Fig. 1: M1 wires
Scale: 8 px per µm. Supply wires on this layer in gray.
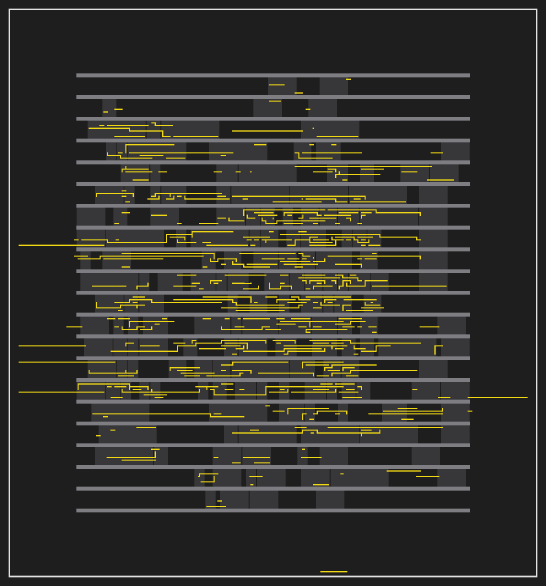
Fig. 2: cell sizes after repair
Scale: 6 px per µm.
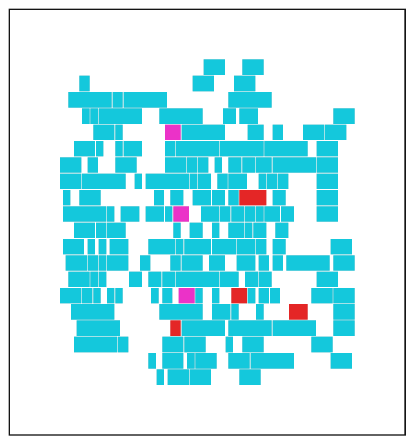
--- src/rtl/demo_timeline.sv ---
// demo_timeline: frame-rate sequencer for the racing-the-beam VGA demo.
// It counts ticks (frame pulses, or step edges while paused) into a frame
// counter with an optional half-rate fractional bit. It also derives the part,
// beat, envelope, part-change and noise values used by the pixel/colour stage.
// Note: frame_counter must be at least 10 bits wide, because part is taken
// from bits [9:7].
module demo_timeline #(
  parameter int FRAME_BITS = 12,
  parameter int LOOP_START = 0,
  parameter int LOOP_END   = 2**FRAME_BITS - 1
) (
  input  logic                  clk,
  input  logic                  reset,
  input  logic                  frame_start,
  input  logic                  pause,
  input  logic                  step,
  input  logic                  half_rate,
  output logic [FRAME_BITS-1:0] frame_counter,
  output logic                  frame_frac,
  output logic [2:0]            part,
  output logic [6:0]            part_frame,
  output logic                  beat_1_3,
  output logic [4:0]            envelope_b,
  output logic                  part_change,
  output logic [7:0]            noise
);

  localparam logic [FRAME_BITS-1:0] LOOP_START_V = FRAME_BITS'(LOOP_START);
  localparam logic [FRAME_BITS-1:0] LOOP_END_V   = FRAME_BITS'(LOOP_END);

  // State registers
  logic [FRAME_BITS-1:0] frame_reg, frame_next;
  logic                  frac_reg, frac_next;
  logic                  step_d_reg;
  logic                  part_change_reg, part_change_next;
  logic [7:0]            noise_reg, noise_next;

  // Tick and advance helpers
  logic                  step_rise;
  logic                  tick;
  logic                  carry;
  logic [FRAME_BITS:0]   timer_reg;
  logic [FRAME_BITS:0]   timer_inc;
  logic [7:0]            noise_shifted;

  // The combined timer is {frame_counter, frac}. At half rate it is advanced
  // as one (FRAME_BITS+1)-bit value.
  assign timer_reg = {frame_reg, frac_reg};
  assign timer_inc = timer_reg + (FRAME_BITS+1)'(1);

  // Fibonacci LFSR x^8+x^6+x^5+x^4+1, shifting left. Bit 0 takes the feedback,
  // and the other bits take their lower neighbour.
  assign noise_shifted[0] = noise_reg[7] ^ noise_reg[5] ^ noise_reg[4] ^ noise_reg[3];
  generate
    for (genvar gi = 1; gi < 8; gi++) begin : g_lfsr_shift
      assign noise_shifted[gi] = noise_reg[gi-1];
    end
  endgenerate

  // Tick generation and the next-state computation for the counter, LFSR and
  // part-change pulse.
  always_comb begin
    step_rise        = step & ~step_d_reg;
    tick             = (~pause & frame_start) | (pause & step_rise);
    carry            = half_rate ? frac_reg : 1'b1;
    frame_next       = frame_reg;
    frac_next        = frac_reg;
    noise_next       = noise_reg;
    part_change_next = 1'b0;
    if (tick) begin
      if (carry && (frame_reg == LOOP_END_V)) begin
        // Loop-back always realigns the timer to a whole frame.
        frame_next = LOOP_START_V;
        frac_next  = 1'b0;
      end else if (half_rate) begin
        {frame_next, frac_next} = timer_inc;
      end else begin
        frame_next = frame_reg + FRAME_BITS'(1);
      end
      noise_next       = noise_shifted;
      part_change_next = (frame_next[9:7] != frame_reg[9:7]);
    end
  end

  // State update. Reset overrides everything, so a frame pulse that arrives
  // while reset is asserted is dropped.
  always_ff @(posedge clk) begin
    if (reset) begin
      frame_reg       <= '0;
      frac_reg        <= 1'b0;
      step_d_reg      <= 1'b0;
      part_change_reg <= 1'b0;
      noise_reg       <= 8'h01;
    end else begin
      frame_reg       <= frame_next;
      frac_reg        <= frac_next;
      step_d_reg      <= step;
      part_change_reg <= part_change_next;
      noise_reg       <= noise_next;
    end
  end

  // The derived outputs are decoded combinationally from the registered timer.
  always_comb begin
    frame_counter = frame_reg;
    frame_frac    = frac_reg;
    part          = frame_reg[9:7];
    part_frame    = frame_reg[6:0];
    beat_1_3      = (timer_reg[5:4] == 2'b10);
    envelope_b    = 5'd31 - {timer_reg[3:0], 1'b0};
    part_change   = part_change_reg;
    noise         = noise_reg;
  end

endmodule

--- config.mk ---
export PLATFORM = sky130hd
export DESIGN_NAME = demo_timeline
export DESIGN_NICKNAME = d
export VERILOG_FILES = /design/src/rtl/demo_timeline.sv
export SDC_FILE = /design/constraint.sdc
export NUM_CORES = 1
export LEC_CHECK = 0
export CORE_ASPECT_RATIO = 1.1
export CORE_MARGIN = 8
export CORE_UTILIZATION = 45
export DETAILED_ROUTE_END_ITERATION = 16
export HOLD_SLACK_MARGIN = 0.06
export PLACE_DENSITY = 0.83
export SYNTH_ARGS = -nofsm -noshare
export SYNTH_HDL_FRONTEND = slang
export SYNTH_SLANG_ARGS = --single-unit
--- constraint.sdc ---
create_clock -name clk -period 4.2 [get_ports clk]
set_clock_uncertainty 0.05 [all_clocks]
set_input_delay 0.63 -clock clk [delete_from_list [all_inputs] [get_ports clk]]
set_output_delay 0.63 -clock clk [all_outputs]
set_load 0.005 [all_outputs]
==> summary.txt <==
run results: status complete, no violations, WP buf/inv 1, M1 GR Usage 0.126, Setup crit end noise[0], # rows 20, yosys adder share 0.0204, chip area 4650 µm², Yosys chip area 1220 µm², Die Y 70.7 µm, post-synth top area cell dfxtp_1, Worst R2R End frame_counter[5], Mean Syn Cell Area 8.17 µm², Floorplan Nets 158, Flops after synth 23, WL met1 1120 µm, largest net degree at the start of global routing 16, worst path arrival time 2.35 ns, Post-synth EDFFs 0, Cell Count, Final, Fillers Out 207, Tot Pwr ~0.37 mW, Critical Path, Cell by Cell clkdlybuf4s50_1, and3b_1, nor2_1, nor2_1, a211o_1, Die X 65.7 µm, Vias per Instance 5.48, dominant register cell dfxtp_1, Placed Instances 203, NumNets Final 183, Reg power frac 0.612, Log Warnings 26
Back to the opening pictures, Fig. 1:
longest straight run	17.0 µm
nets with wire on the layer	148
main direction	horizontal
share of all routed wire	38%
wire length on this layer	1120 µm

Back to the opening pictures, Fig. 2:
size	color	cells
drive 3 to 4	magenta	3
drive 1 or less	cyan	167
drive 2	red	4

[area by class of cell]
cell class	instances	area (µm²)	share of cell area
Multi-Input combinational cell	100	592	0.379
Sequential cell	23	460	0.295
Timing Repair Buffer	42	420	0.269
Tap cell	33	41.3	0.0265
Clock buffer	3	22.5	0.0144
Inverter	5	18.8	0.0120
Clock inverter	1	5.00	0.00321
[layout by cell type (no fill, tap or decap), drive strengths merged, types with 2 or more instances in the layout]
master	Yosys	final
inv	5	5
clkbuf	3	3
nor2	6	6
nand3	3	3
nor2b	3	3
nor3	2	2
o21ai	6	6
nand4	3	3
xnor2	6	6
ha	2	2
dfxtp	23	23
clkdlybuf4s50	0	42
a21oi	15	15
nand2b	2	2
and2	2	2
or3	6	6
nand2	23	23
No activity file was given, so power comes from the tool's default toggle rates.
